===== src/rtl/abs_pkg.sv =====
// Shared definitions for the sign-conditioning pipeline: operation codes and
// the two's-complement negate helper used by every lane.
package abs_pkg;

   localparam logic [1:0] MODE_MAG     = 2'b00;
   localparam logic [1:0] MODE_NEG     = 2'b01;
   localparam logic [1:0] MODE_RESTORE = 2'b10;
   localparam logic [1:0] MODE_PASS    = 2'b11;

   // Lanes up to this width are supported; callers truncate the result back to their own width.
   localparam int NEG_MAX_WIDTH = 64;

   function automatic logic [NEG_MAX_WIDTH-1:0] negate(input logic [NEG_MAX_WIDTH-1:0] x);
      return ~x + NEG_MAX_WIDTH'(1);
   endfunction

endpackage


===== src/rtl/abs_lane.sv =====
// One combinational lane: magnitude / negate / sign-restore / pass-through of a
// WIDTH-bit operand, with overflow detection and optional saturation.
module abs_lane
   import abs_pkg::*;
#(
   parameter int WIDTH = 32,
   parameter bit SAT   = 1'b0
) (
   input  logic [WIDTH-1:0] x_i,
   input  logic [1:0]       mode_i,
   input  logic             sign_i,
   output logic [WIDTH-1:0] result_o,
   output logic             ovf_o
);

   localparam logic [WIDTH-1:0] MIN  = {1'b1, {(WIDTH-1){1'b0}}};
   localparam logic [WIDTH-1:0] MAXP = {1'b0, {(WIDTH-1){1'b1}}};

   logic [WIDTH-1:0] neg_x;
   logic             is_min;

   assign neg_x  = WIDTH'(negate(NEG_MAX_WIDTH'(x_i)));
   assign is_min = (x_i == MIN);

   always_comb begin
      result_o = x_i;
      ovf_o    = 1'b0;
      case (mode_i)
         MODE_MAG: begin
            if (x_i[WIDTH-1]) begin
               result_o = neg_x;
               if (is_min) begin
                  ovf_o = 1'b1;
                  if (SAT) result_o = MAXP;
               end
            end
         end
         MODE_NEG: begin
            result_o = neg_x;
            if (is_min) begin
               ovf_o = 1'b1;
               if (SAT) result_o = MAXP;
            end
         end
         MODE_RESTORE: begin
            // x is an unsigned magnitude here; -MIN is representable, anything larger is not.
            if (sign_i) begin
               result_o = neg_x;
               if (x_i > MIN) begin
                  ovf_o = 1'b1;
                  if (SAT) result_o = MIN;
               end
            end else if (x_i[WIDTH-1]) begin
               ovf_o = 1'b1;
               if (SAT) result_o = MAXP;
            end
         end
         default: ;
      endcase
   end

endmodule


===== src/rtl/abs_unit_pipe.sv =====
// Two-stage valid/ready pipeline around CHANNELS abs_lane instances: S1 registers
// the request, S2 registers lane results, signs and overflow flags.
module abs_unit_pipe
   import abs_pkg::*;
#(
   parameter int WIDTH    = 32,
   parameter int CHANNELS = 2,
   parameter bit SAT      = 1'b0
) (
   input  logic                      clk,
   input  logic                      rst,
   input  logic                      in_valid,
   output logic                      in_ready,
   input  logic [CHANNELS*WIDTH-1:0] in_data,
   input  logic [1:0]                mode,
   input  logic [CHANNELS-1:0]       sign_in,
   output logic                      out_valid,
   input  logic                      out_ready,
   output logic [CHANNELS*WIDTH-1:0] out_data,
   output logic [CHANNELS-1:0]       out_sign,
   output logic                      out_sign_xor,
   output logic [CHANNELS-1:0]       out_ovf,
   output logic                      ovf_sticky,
   input  logic                      clr
);

   // Handshake: a beat transfers on a rising edge where valid && ready are both high;
   // a producer holding valid must keep its payload stable until that edge.
   logic                      s1_valid_q, s1_valid_d;
   logic [CHANNELS*WIDTH-1:0] s1_data_q,  s1_data_d;
   logic [1:0]                s1_mode_q,  s1_mode_d;
   logic [CHANNELS-1:0]       s1_sign_q,  s1_sign_d;

   logic                      s2_valid_q, s2_valid_d;
   logic [CHANNELS*WIDTH-1:0] s2_data_q,  s2_data_d;
   logic [CHANNELS-1:0]       s2_sign_q,  s2_sign_d;
   logic [CHANNELS-1:0]       s2_ovf_q,   s2_ovf_d;
   logic                      sticky_q,   sticky_d;

   logic                      adv1, adv2;
   logic [CHANNELS*WIDTH-1:0] lane_res;
   logic [CHANNELS-1:0]       lane_ovf;
   logic [CHANNELS-1:0]       lane_msb;

   assign adv2 = !s2_valid_q || out_ready;
   assign adv1 = !s1_valid_q || adv2;
   // Reset empties both stages, so the unit reports itself ready while reset is held.
   assign in_ready = rst || adv1;

   for (genvar i = 0; i < CHANNELS; i++) begin : g_lane
      abs_lane #(
         .WIDTH (WIDTH),
         .SAT   (SAT)
      ) u_lane (
         .x_i      (s1_data_q[i*WIDTH +: WIDTH]),
         .mode_i   (s1_mode_q),
         .sign_i   (s1_sign_q[i]),
         .result_o (lane_res[i*WIDTH +: WIDTH]),
         .ovf_o    (lane_ovf[i])
      );
      assign lane_msb[i] = s1_data_q[i*WIDTH + WIDTH - 1];
   end

   always_comb begin
      s1_valid_d = s1_valid_q;
      s1_data_d  = s1_data_q;
      s1_mode_d  = s1_mode_q;
      s1_sign_d  = s1_sign_q;
      s2_valid_d = s2_valid_q;
      s2_data_d  = s2_data_q;
      s2_sign_d  = s2_sign_q;
      s2_ovf_d   = s2_ovf_q;
      sticky_d   = sticky_q;

      if (adv1) begin
         s1_valid_d = in_valid;
         if (in_valid) begin
            s1_data_d = in_data;
            s1_mode_d = mode;
            s1_sign_d = sign_in;
         end
      end

      if (adv2) begin
         s2_valid_d = s1_valid_q;
         if (s1_valid_q) begin
            s2_data_d = lane_res;
            s2_sign_d = lane_msb;
            s2_ovf_d  = lane_ovf;
         end
      end

      if (clr) begin
         sticky_d = 1'b0;
      end else if (s2_valid_q && out_ready && (|s2_ovf_q)) begin
         sticky_d = 1'b1;
      end
   end

   always_ff @(posedge clk) begin
      if (rst) begin
         s1_valid_q <= 1'b0;
         s1_data_q  <= '0;
         s1_mode_q  <= MODE_MAG;
         s1_sign_q  <= '0;
         s2_valid_q <= 1'b0;
         s2_data_q  <= '0;
         s2_sign_q  <= '0;
         s2_ovf_q   <= '0;
         sticky_q   <= 1'b0;
      end else begin
         s1_valid_q <= s1_valid_d;
         s1_data_q  <= s1_data_d;
         s1_mode_q  <= s1_mode_d;
         s1_sign_q  <= s1_sign_d;
         s2_valid_q <= s2_valid_d;
         s2_data_q  <= s2_data_d;
         s2_sign_q  <= s2_sign_d;
         s2_ovf_q   <= s2_ovf_d;
         sticky_q   <= sticky_d;
      end
   end

   assign out_valid    = s2_valid_q;
   assign out_data     = s2_data_q;
   assign out_sign     = s2_sign_q;
   assign out_sign_xor = ^s2_sign_q;
   assign out_ovf      = s2_ovf_q;
   assign ovf_sticky   = sticky_q;

endmodule


===== config.mk =====
export PLATFORM = sky130hd
export DESIGN_NAME = abs_unit_pipe
export DESIGN_NICKNAME = d
export VERILOG_FILES = /design/src/rtl/abs_pkg.sv /design/src/rtl/abs_lane.sv /design/src/rtl/abs_unit_pipe.sv
export SDC_FILE = /design/constraint.sdc
export NUM_CORES = 1
export LEC_CHECK = 0
export CAP_MARGIN = 10
export CORE_AREA = 2 2 126 128
export CTS_BUF_LIST = sky130_fd_sc_hd__clkbuf_16
export DETAILED_ROUTE_END_ITERATION = 10
export DIE_AREA = 0 0 128 130
export GPL_ROUTABILITY_DRIVEN = 0
export GPL_TIMING_DRIVEN = 0
export PLACE_DENSITY = 0.72
export SLEW_MARGIN = 20
export SYNTH_ARGS = -nofsm -noshare
export SYNTH_HDL_FRONTEND = slang
export SYNTH_SLANG_ARGS = --single-unit

===== constraint.sdc =====
create_clock -name clk -period 6.42 [get_ports clk]
set_clock_uncertainty 0.05 [all_clocks]
set_input_delay 1.284 -clock clk [delete_from_list [all_inputs] [get_ports clk]]
set_output_delay 1.284 -clock clk [all_outputs]
set_load 0.05 [all_outputs]

==> run_1/closeup.png <==
Region (39, 66) to (89, 116) um. Cells in gray, sequential cells in the stronger gray; small squares are vias.
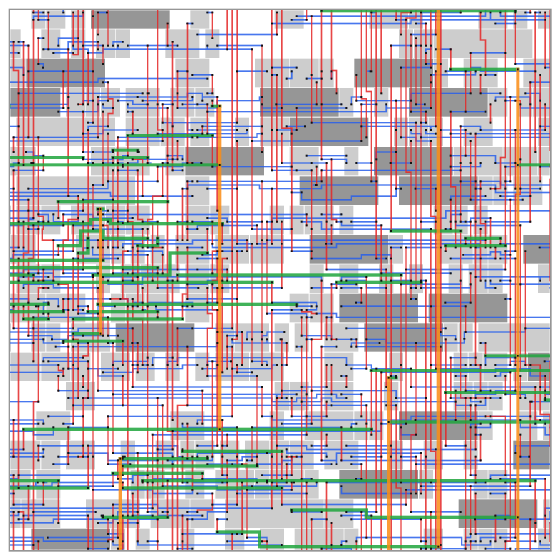
| layer | color |
|---|---|
| M4 | orange |
| M1 | blue |
| M2 | red |
| M3 | green |
most frequent: nand2_1 (31), a21oi_1 (20), dfxtp_1 (20)
cells with their middle in the window: 216
sequential cells in the window: 20
netlist names of flops here include: `s1_data_q` (11), `out_data` (8)

==> run_1/route_heat.png <==
Scale: 3 px per um. 26 x 26 tiles, from dark purple (low) to yellow (high), scaled to the fullest tile. Values are wire area over tile area, all layers added.
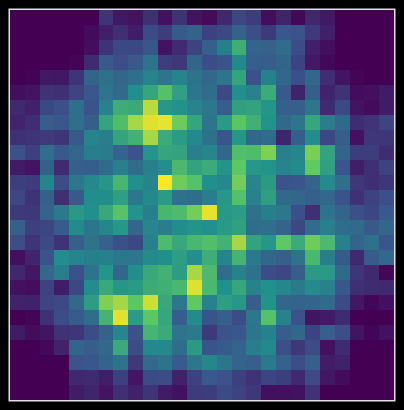
tiles over half the peak: 19%
mean over tiles: 0.21
densest ninth of the die: middle
nearly empty tiles: 12%
fullest tile: 0.69
final WL: 21340 um
post-DR wirelength/cell: 17.17 um

==> git commit body, run 1 <==
Add synthesis and place-and-route results

* Status: finished, final reports clean
- Worst slew pin tran: 1.014 ns
- Reg2Reg Setup Slack: 3.57 ns
- Static power due to leakage: between 0.003 and 0.004 uW
- Sequential cell area: 0.002783 mm^2
* TritonRoute pass-1 iters: 7
* Length of routed wiring on met1: around 9600 um
- Starting density of the core: 43.86%
* Post-synth cell types: 56
* Synth top cell by count: sky130_fd_sc_hd__nand2_1
- HP Class: flip-flop to flip-flop
* Yosys stat cell total: 875
* Initial detailed-routing violation count: ~740
- Among the non-sequential cells, simple AND/OR/NAND/NOR gates take the most area.
- CTS added clock buffers totalling 17.
- Pins over their slew limit in the final report were tallied at 0.
- According to the timing report, the data required time at the worst endpoint equals 5.09 ns.
- 0 antenna diodes ended up in the layout.
- Share of the yosys chip area belonging to registers: 41.13%
- Synthesized chip area reported by yosys: 0.006765 mm^2
- Dominant cell type by count on the critical path: sky130_fd_sc_hd__clkdlybuf4s50_1
- Register bit total from synthesis: around 140
- The final report lists a non-filler cell total of approximately 1200.
- Post-layout period usage: 67.48%
* # Max-Cap Violations: 0
- RSZ-0062 raised after global routing: false
- The arrival time of data at the worst endpoint is listed as 3.00 ns.
- The highest metal layer carrying signal wires in the routed design is met4.
* Fraction of power consumed by the clock network: between 40% and 50%
* Final instance area: 0.009079 mm^2
- The worst-case max-slew headroom was logged as roughly a third.
- Per the layout area report, the combinational gate area comes to around 0.0037 mm^2.
- Hold repair after CTS inserted 0 buffers.
* Flip-flops with a built-in enable: 0
- Async set-reset flop share out of synthesis: 0%
- The synthesis run shows multiplexers occupying 1.628% of the cell area.
* Proportion of cell area occupied by multi-input gates: approximately 40%
- Buffer cell driving the clock tree root: sky130_fd_sc_hd__clkbuf_16
- Sequential Power Share: 37.8%
- Net switching fraction of the power: between 20 and 30%
- After detailed routing, the number of vias per cell comes to 5.648.
==> run_1/placed.png <==
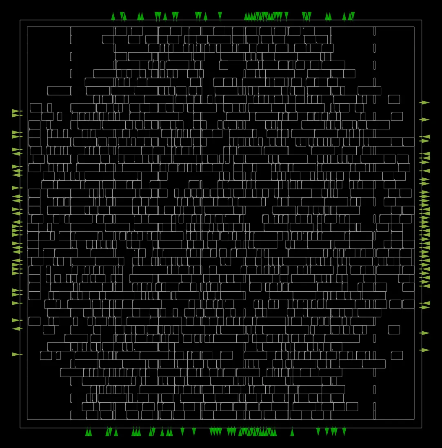
area of the placeable core: 0.01542 mm^2
well tap count: 192
Filler cells: 1462
number of core rows: 46
Post-Route Utilization: 58.86%

[run 1: worst max-delay path by stage]
| stage | to | slack [ns] | depth (start not counted) |
|---|---|---|---|
| 2_1_floorplan | in_ready | 3.29 | 2 |
| 3_3_place_gp | in_ready | 2.14 | 4 |
| 3_5_place_dp | in_ready | 2.14 | 4 |
| 4_1_cts | in_ready | 2.10 | 4 |
| 5_1_grt | in_ready | 2.04 | 4 |
| 6_report | in_ready | 2.09 | 4 |
[run 1: per-stage QoR]
stage	setup WS [ns]	util (%)	power, uW
after floorplan	3.287	-	1323
after global placement	2.135	54.76	1512
after detailed placement	2.137	54.76	1517
after CTS	2.099	58.86	2566
after global routing	2.043	58.86	2652
final	2.088	58.86	2563
==> run 2: changes to the inputs <==
Clock period 6.42 ns to 4.2 ns, I/O delays scaled along.
==> run_2/sizing.png <==
Scale: 2 px per um.
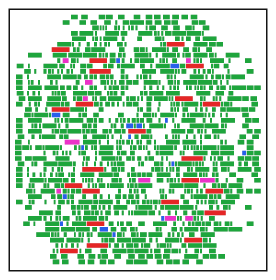
| size | color | cells | share | most used |
|---|---|---|---|---|
| x2 | blue | 15 | 1.4% | buf_2 |
| x6 and larger | red | 22 | 2.1% | clkbuf_16 |
| x1 and smaller | green | 1004 | 96% | nand2_1 |
| x3 and x4 | magenta | 10 | 0.95% | clkinvlp_4 |
signed area change from the synthesized netlist to the final layout: 34.20%
final worst-path setup slack: 0.7557 ns
count of buffers not belonging to the clock network in the layout: 207
final instance area: 0.009079 mm^2

==> run 2 against run 1 <==
Effect of this change:
- non-clock buffer count unchanged
- die area unchanged
- core utilization unchanged
- first-iteration DRC count unchanged
- power increased by 53%
- cell count unchanged
- worst setup slack got worse by 1.3 ns
- synthesized cell count unchanged
- via count unchanged
- clock power increased by 52%
- largest cell class unchanged
- critical path depth unchanged
==> git commit body, run 2 <==
Add synthesis and place-and-route results

* Status: finished, final reports clean (unchanged)
- The post-synthesis cell count from yosys came to 875 (unchanged).
- The number of different library cells in the post-synthesis netlist came to 56 (unchanged).
- The most frequent cell after synthesis was sky130_fd_sc_hd__nand2_1 (unchanged).
- MUX share of area: 1.628% (unchanged)
* Proportion of cell area occupied by multi-input gates: 40.74% (unchanged)
- RSZ-0062 raised after global routing: false (unchanged).
- The static leakage was 0.003327 uW (unchanged).
- The most frequent cell on the critical path is sky130_fd_sc_hd__clkdlybuf4s50_1 (unchanged).
- The final tally of max-slew violations was 0 (unchanged).
- Sequential cell area: 0.002783 mm^2 (unchanged)
- Share of the yosys chip area belonging to registers: 41.13% (unchanged)
* Fraction of power consumed by the clock network: 41.2% (about the same)
* # diodes: 0 (unchanged)
* Sequential Power Share: 37.8% (about the same)
- Final WL: 21340 um (unchanged)
- TritonRoute pass-1 iters: 7 (unchanged)
* Logic area: 0.003699 mm^2 (unchanged)
* Max_slew headroom: 32.43% (unchanged)
* Register bit total from synthesis: 139 (unchanged)
- Top sig layer: met4 (unchanged)
- Synthesized chip area reported by yosys: 0.006765 mm^2 (unchanged)
* Starting density of the core: 43.86% (unchanged)
- The detail-routed net length per standard cell came to 17.17 um (unchanged).
- The routed length on met1 is 9594 um (unchanged).
-- run 2: cell counts after synthesis --
Identical to the previous run, type by type.
-- run 2: worst paths after layout --
path	from	to	slack (ns)	cells after the start
min	out_data[32]	out_data[32]	0.41	2
max reg2reg	s1_data_q[33]	out_data[56]	1.35	7
max	rst	in_ready	0.76	4
min reg2reg	out_data[32]	out_data[32]	0.41	2
-- run 2: power by group through the flow --
| stage | clock (uW) | sequential (uW) | combinational, uW |
|---|---|---|---|
| 2_1_floorplan | 0 | 1640 | 381 |
| 3_3_place_gp | 0 | 1510 | 803 |
| 3_5_place_dp | 0 | 1510 | 810 |
| 4_1_cts | 1630 | 1480 | 816 |
| 5_1_grt | 1680 | 1490 | 881 |
| 6_report | 1610 | 1480 | 822 |
==> run 3: changes to the inputs <==
Settings changed: PLACE_DENSITY 0.72 to 0.75.
Clock period 4.2 ns to 2.75 ns, I/O delays scaled along.
==> run_3/placed.png <==
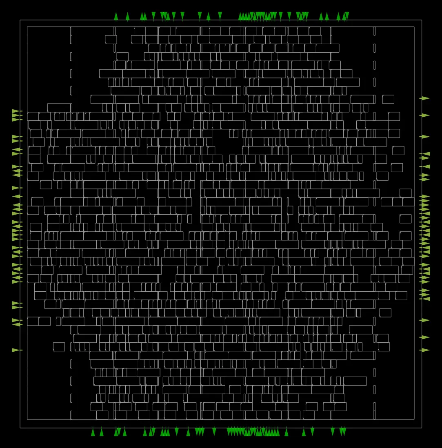
non-filler instance count after layout: 1242
sequential cell count of the final layout: 139

==> run 3 against run 2 <==
Effect of this change:
- register-to-register slack worse by 1.2 ns
- hold slack better by 0.0022 ns
- sequential cell count unchanged
- global-route usage grew 0.081 points
- combinational power is 53% higher
- clock power rose by about 20%
- core utilization down 0.63 points
- synthesized area stayed put
- wire length shrank 1.5%
- first-iteration DRC count down 1.7%
- critical path type is now primary input to flip-flop
- largest cell class unchanged
- largest power group is now registers
==> git commit body, run 3 <==
Add synthesis and place-and-route results

- Status: finished, final reports clean (unchanged).
- RSZ-0062 raised after global routing: true (was false)
- The starting density of the core is 43.86% (unchanged).
* Power consumed by combinational cells: 1260 uW (was 822 uW)
- Initial detailed-routing violation count: 730 (was 743)
* Reg2Reg Setup Slack: 0.15 ns (was 1.35 ns)
- The post-route core utilization came to 58.23% (was 58.86%).
- The multiplexer share of the synthesized area is 1.628% (unchanged).
- The setup slack of the critical path after layout came to 0.005228 ns (was 0.7557 ns).
- Fraction of power consumed by the clock network: 35.5% (was 41.2%)
- Worst slew pin tran: 0.8041 ns (was 1.014 ns)
- The switching share of total power came to 31.92% (was 29.84%).
- The post-route cell area is 0.008981 mm^2 (was 0.009079 mm^2).
- Async set-reset flop share out of synthesis: 0% (unchanged)
- Top sig layer: met4 (unchanged)
- Crit Reg-Reg Startpoint: s1_data_q[36] (was s1_data_q[33])
* Post-layout period usage: 99.81%
- The flip-flop and latch count after synthesis was 139 (unchanged).
- The endpoint required time on the critical path is 3.02 ns (was 3.31 ns).
* Largest power group: registers (was the clock network)
- # Max-Cap Violations: 0 (unchanged)
* Static power due to leakage: 0.003301 uW (was 0.003327 uW)
- Area of the placeable core: 0.01542 mm^2 (unchanged)
- The prevailing logic family in the synthesized netlist is simple AND/OR/NAND/NOR gates (unchanged).
- Hold Crit Depth: 2 (unchanged)
- The post-synthesis cell count from yosys was 875 (unchanged).
- Post-synth cell types: 56 (unchanged)
- The final tally of max-slew violations was 0 (unchanged).
* Dominant cell type by count on the critical path: sky130_fd_sc_hd__clkbuf_1 (was sky130_fd_sc_hd__clkdlybuf4s50_1)
- The area growth from synthesis to layout was 32.75% (was 34.20%).
- The logic depth of the worst path, buffers included was 8 (was 4).
- The critical register-to-register path endpoint was out_data[56] (unchanged).
- The end of the critical path is out_data[41] (was in_ready).
- Vias per cell: 5.614 (was 5.648)
* Critical Path AT: 3.01 ns (was 2.55 ns)
- Number of hold buffers added after CTS: 0 (unchanged)
- Hold endpoint: out_data[0] (was out_data[32])
- Reg2reg path depth: 5 (was 7)
- The power after layout came to 5473 uW (was 3918 uW).
* Share of the yosys chip area belonging to registers: 41.13% (unchanged)
* Post-placement worst setup slack: -0.4071 ns (was 0.6868 ns)
- The sequential power came to 2270 uW (was 1480 uW).
- Length of routed wiring on met1: 9511 um (was 9594 um)
* Final WL: 21020 um (was 21340 um)
- The power in the clock group is 1940 uW (was 1610 uW).
- The length of the first detailed-routing pass in iterations was 6 (was 7).
- Flip-flops with a built-in enable: 0 (unchanged)
run 3: cell count changes in the layout (fill, tap and decap cells not counted), moves of 2 or more:
cell	before	now
sky130_fd_sc_hd__bufinv_16	5	0
sky130_fd_sc_hd__clkbuf_1	56	47
sky130_fd_sc_hd__clkbuf_2	0	7
sky130_fd_sc_hd__clkinv_1	2	6
sky130_fd_sc_hd__nor4_1	11	9
run 3: layout make-up:
class / instances / area (um^2)
Buffer: 62 / 247.7
Clock buffer: 17 / 425.4
Clock inverter: 14 / 67.56
Fill cell: 1425 / 6444
Inverter: 11 / 41.29
Multi-Input combinational cell: 662 / 3729
Sequential cell: 139 / 2783
Tap cell: 192 / 240.2
Timing Repair Buffer: 145 / 1448
Power and IR drop assume default switching activity.
